--- config.mk ---
export PLATFORM = sky130hd
export DESIGN_NAME = ram_readout
export DESIGN_NICKNAME = d
export VERILOG_FILES = /design/src/rtl/ram_readout.sv
export SDC_FILE = /design/constraint.sdc
export NUM_CORES = 1
export LEC_CHECK = 0
export CAP_MARGIN = 20
export CELL_PAD_IN_SITES_DETAIL_PLACEMENT = 1
export CELL_PAD_IN_SITES_GLOBAL_PLACEMENT = 1
export CORE_ASPECT_RATIO = 0.9
export CORE_MARGIN = 4
export CORE_UTILIZATION = 39
export CTS_BUF_LIST = sky130_fd_sc_hd__clkbuf_16
export CTS_CLUSTER_SIZE = 40
export DETAILED_ROUTE_END_ITERATION = 16
export PLACE_DENSITY = 0.91
export SYNTH_ARGS = -nofsm -noshare
export SYNTH_HDL_FRONTEND = slang
export SYNTH_SLANG_ARGS = --single-unit
--- constraint.sdc ---
create_clock -name clk -period 4.4 [get_ports clk]
set_input_delay 0.66 -clock clk [delete_from_list [all_inputs] [get_ports clk]]
set_output_delay 0.66 -clock clk [all_outputs]
set_load 0.01 [all_outputs]
--- src/rtl/ram_readout.sv ---
`default_nettype none
// ============================================================================
//  Module      : ram_readout
//  Description : Dumps the whole sample RAM, in address order, onto a
//                valid/ready byte stream towards the host link, then pulses
//                done_rd so the arbiter can release the RAM.
//                Optional feature macro: READOUT_CKSUM_EN
//                  defined   -> one extra trailing byte, the mod-2**DATA_W sum
//                               of all DEPTH data bytes, before done_rd.
//                  undefined -> exactly DEPTH bytes, then done_rd.
//  Ports       : clk       clock
//                rst       asynchronous active-high reset
//                grant_rd  arbiter grant (level, only looked at in IDLE)
//                done_rd   one-cycle completion pulse
//                busy      high whenever a dump is in progress
//                rd_addr   RAM read address (registered)
//                rd_en     RAM read strobe, data returns one cycle later
//                rd_data   RAM read data
//                tx_data   stream byte (registered)
//                tx_valid  stream byte valid
//                tx_ready  sink ready; transfer on tx_valid & tx_ready
//  Revision    : 1.0 - initial release
// ============================================================================
module ram_readout #(
    parameter int ADDR_W = 10,
    parameter int DATA_W = 8
) (
    input  logic              clk,
    input  logic              rst,
    input  logic              grant_rd,
    output logic              done_rd,
    output logic              busy,
    output logic [ADDR_W-1:0] rd_addr,
    output logic              rd_en,
    input  logic [DATA_W-1:0] rd_data,
    output logic [DATA_W-1:0] tx_data,
    output logic              tx_valid,
    input  logic              tx_ready
);

    // Last RAM location of the dump; rd_addr stops here and never wraps.
    localparam logic [ADDR_W-1:0] c_LAST_ADDR = {ADDR_W{1'b1}};
    localparam logic [ADDR_W-1:0] c_ADDR_ONE  = 1;

    typedef enum logic [2:0] {
        S_IDLE  = 3'd0,
        S_FETCH = 3'd1,
        S_LATCH = 3'd2,
        S_SEND  = 3'd3,
`ifdef READOUT_CKSUM_EN
        S_CKSUM = 3'd4,
`endif
        S_DONE  = 3'd5
    } state_t;

    state_t r_state;

`ifdef READOUT_CKSUM_EN
    logic [DATA_W-1:0] r_cksum;
    logic [DATA_W-1:0] w_cksum_next;

    // Running sum including the byte being handed over this cycle.
    assign w_cksum_next = r_cksum + tx_data;
`endif

    always_ff @(posedge clk or posedge rst) begin
        if (rst) begin
            r_state  <= S_IDLE;
            rd_addr  <= '0;
            rd_en    <= 1'b0;
            tx_data  <= '0;
            tx_valid <= 1'b0;
            done_rd  <= 1'b0;
            busy     <= 1'b0;
`ifdef READOUT_CKSUM_EN
            r_cksum  <= '0;
`endif
        end else begin
            case (r_state)
                S_IDLE: begin
                    if (grant_rd) begin
                        r_state <= S_FETCH;
                        rd_addr <= '0;
                        rd_en   <= 1'b1;   // strobe is visible during FETCH
                        busy    <= 1'b1;
`ifdef READOUT_CKSUM_EN
                        r_cksum <= '0;
`endif
                    end
                end

                S_FETCH: begin
                    rd_en   <= 1'b0;
                    r_state <= S_LATCH;
                end

                S_LATCH: begin
                    // RAM output is valid now, one cycle after the strobe.
                    tx_data  <= rd_data;
                    tx_valid <= 1'b1;
                    r_state  <= S_SEND;
                end

                S_SEND: begin
                    if (tx_ready) begin
`ifdef READOUT_CKSUM_EN
                        r_cksum <= w_cksum_next;
`endif
                        if (rd_addr == c_LAST_ADDR) begin
`ifdef READOUT_CKSUM_EN
                            // Checksum byte follows immediately, no bubble.
                            tx_data  <= w_cksum_next;
                            tx_valid <= 1'b1;
                            r_state  <= S_CKSUM;
`else
                            tx_valid <= 1'b0;
                            done_rd  <= 1'b1;
                            r_state  <= S_DONE;
`endif
                        end else begin
                            tx_valid <= 1'b0;
                            rd_addr  <= rd_addr + c_ADDR_ONE;
                            rd_en    <= 1'b1;
                            r_state  <= S_FETCH;
                        end
                    end
                end

`ifdef READOUT_CKSUM_EN
                S_CKSUM: begin
                    if (tx_ready) begin
                        tx_valid <= 1'b0;
                        done_rd  <= 1'b1;
                        r_state  <= S_DONE;
                    end
                end
`endif

                S_DONE: begin
                    done_rd <= 1'b0;
                    busy    <= 1'b0;
                    r_state <= S_IDLE;
                end

                default: begin
                    rd_en    <= 1'b0;
                    tx_valid <= 1'b0;
                    done_rd  <= 1'b0;
                    busy     <= 1'b0;
                    r_state  <= S_IDLE;
                end
            endcase
        end
    end

endmodule
`default_nettype wire
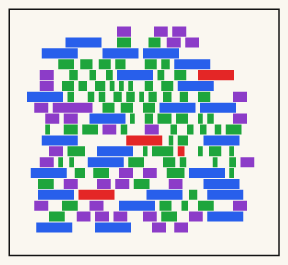
*Placed cells, one colour a class*
Scale: 4 px per µm.
Red shows clock drivers and dummy loads, cells 4, share of their area 4.9%. Blue shows flops, cells 25, share of their area 39%. Purple shows other buffers and delay cells, cells 34, share of their area 22%. Green shows combinational and other logic, cells 77, share of their area 34%.

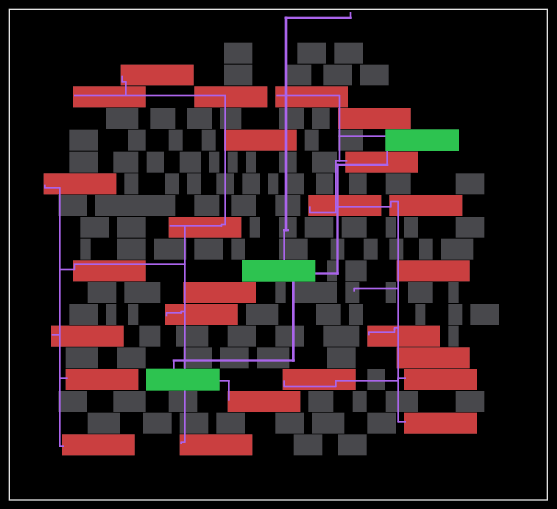
*Clock wires, drivers and flops*
Scale: 8 px per µm.
Purple shows clock wires, length 345 µm. Red shows flip-flops, count 25. Green shows clock drivers, count 3.
Position of the flops: all over the die.

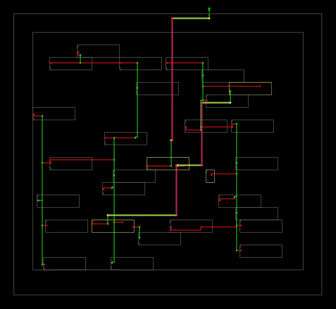
*Clock wiring as the flow saved it*
Num CTS Buffers: 3
Layout Skew: 0.00214 ns
insertion delay to the later sink of the worst-skew pair: 0.26 ns
power drawn by the clock network: 204 µW

==> impl_metrics.env <==
# source this file to load flow results
export IMPL_yosys_cells=108
export IMPL_flow_area_growth_from_synthesis_pct=36.5
export IMPL_viasPerCell=5.46
export IMPL_seq_cells=25
export IMPL_fmax_ghz=0.473
export IMPL_drt_first_pass_iters=4
export IMPL_antenna_left=0
export IMPL_buffer_area_frac=0.214
export IMPL_final_clkbuf_count=3
export IMPL_status="finished clean"
export IMPL_ys_seq_frac=0.511
export IMPL_maxPowerGroup="combinational cells"
export IMPL_post_cts_resize_count=0
export IMPL_drv_cap=0
export IMPL_hold_path_startpoint="rd_en"
export IMPL_clock_sinks=25
export IMPL_comb_cell_power_uw=478
export IMPL_antenna_found_initial=0
export IMPL_root_buffer="clkbuf_16"
export IMPL_diodes=0
export IMPL_seqPwrFrac=0.380
export IMPL_fp_nets=121
export IMPL_cp_depth=5
export IMPL_async_reset_ff_frac=1.00
export IMPL_globalplace_congestion=0.758
export IMPL_synth_warnings=0
export IMPL_track_usage=0.170
export IMPL_critPathLaunchType="primary input"
export IMPL_hold_class="flop to flop"
export IMPL_tap_cells=42
export IMPL_period_minus_slack_ns=2.11
export IMPL_combGateArea_um2=541
export IMPL_yosysUniqueCellTypes=41
export IMPL_p_comb_frac=0.434
export IMPL_n_all_inverters=4
export IMPL_seq_cell_share=0.374
export IMPL_worst_slew_pin_slew_ns=0.671
export IMPL_p_int_uw=716
export IMPL_rsz0062_at_grt="no"
export IMPL_cts_setup_buffers=0
export IMPL_cp_max_fo=11
export IMPL_syn_instance_count=108
export IMPL_final_cell_mix="clkdlybuf4s50_1 (33), dfrtp_1 (25), mux2_2 (9), nand2_1 (6)"
export IMPL_synth_flops=25
export IMPL_pwr_share_clk=0.185
export IMPL_relSlewSlack=0.551
export IMPL_critPathMaxStageDelay_ns=0.48
export IMPL_grt_pass1_wl_mm=5.16
export IMPL_p_sw_frac=0.349
export IMPL_crit_family="AND-OR/OR-AND gates"
export IMPL_fp_utilization=0.403
export IMPL_worst_ep_arrival_time_ns=2.26
export IMPL_largest_class="flip-flops and latches"
export IMPL_die_h_um=61.2
export IMPL_clockBufferDepth=2
export IMPL_cts_hold_buffers=0
## metrics by stage
step	hold WS [ns]	cells	cell area [µm²]	power (µW)	util
after floorplan	0.507	108	1220	688	-
after global placement	0.469	177	1560	874	0.514
after detailed placement	0.479	177	1560	896	0.514
after CTS	0.511	181	1640	1110	0.540
after global routing	0.534	182	1670	1180	0.549
final	0.502	182	1670	1100	0.549
## kinds of logic (layout without fill, tap and decap cells)
| logic type | after synthesis | count (layout) | share of synthesized area |
|---|---|---|---|
| compound gates | 21 | 21 | 0.134 |
| xor+xnor | 1 | 1 | 0.00715 |
| fa+ha+maj | 1 | 1 | 0.0102 |
| buf+inv | 10 | 42 | 0.0480 |
| flops | 25 | 25 | 0.511 |
| mux | 10 | 10 | 0.0909 |
| simple gates | 40 | 40 | 0.199 |
## layer usage
metal / up-vias / global-route usage / share of wire
met3: 6 / 0.0365 / 0.029
met2: 19 / 0.308 / 0.52
li1: 463 / - / -
met1: 505 / 0.200 / 0.43
met5: - / 0 / 0
met4: 0 / 0.0607 / 0.016
## registers in the layout (all words and copies together), names as in the netlist
name      cells
rd_en         1
tx_data       8
busy          1
rd_addr      10
done_rd       1
tx_valid      1
r_state       3
## how the worst max path moves through the flow
stage / from / slack, ns / end
finish: grant_rd / 2.29 / rd_addr[2]
global route: grant_rd / 2.24 / rd_addr[2]
CTS: grant_rd / 2.29 / rd_addr[2]
detailed placement: grant_rd / 2.01 / rd_addr[2]
global placement: grant_rd / 2.04 / rd_addr[2]
floorplan: grant_rd / 2.65 / rd_addr[8]
## worst register-to-register path, delay by kind of cell, from the launching register on
kind | cells | cell delay (ns)
adders and majority gates | 1 | 0.24
muxes | 1 | 0.24
DFF | 1 | 0.41
AOI/OAI and AO/OA | 1 | 0.46
and+or+nand+nor | 2 | 0.47
Power figures rest on the tool's default switching activity, not on a simulated workload.
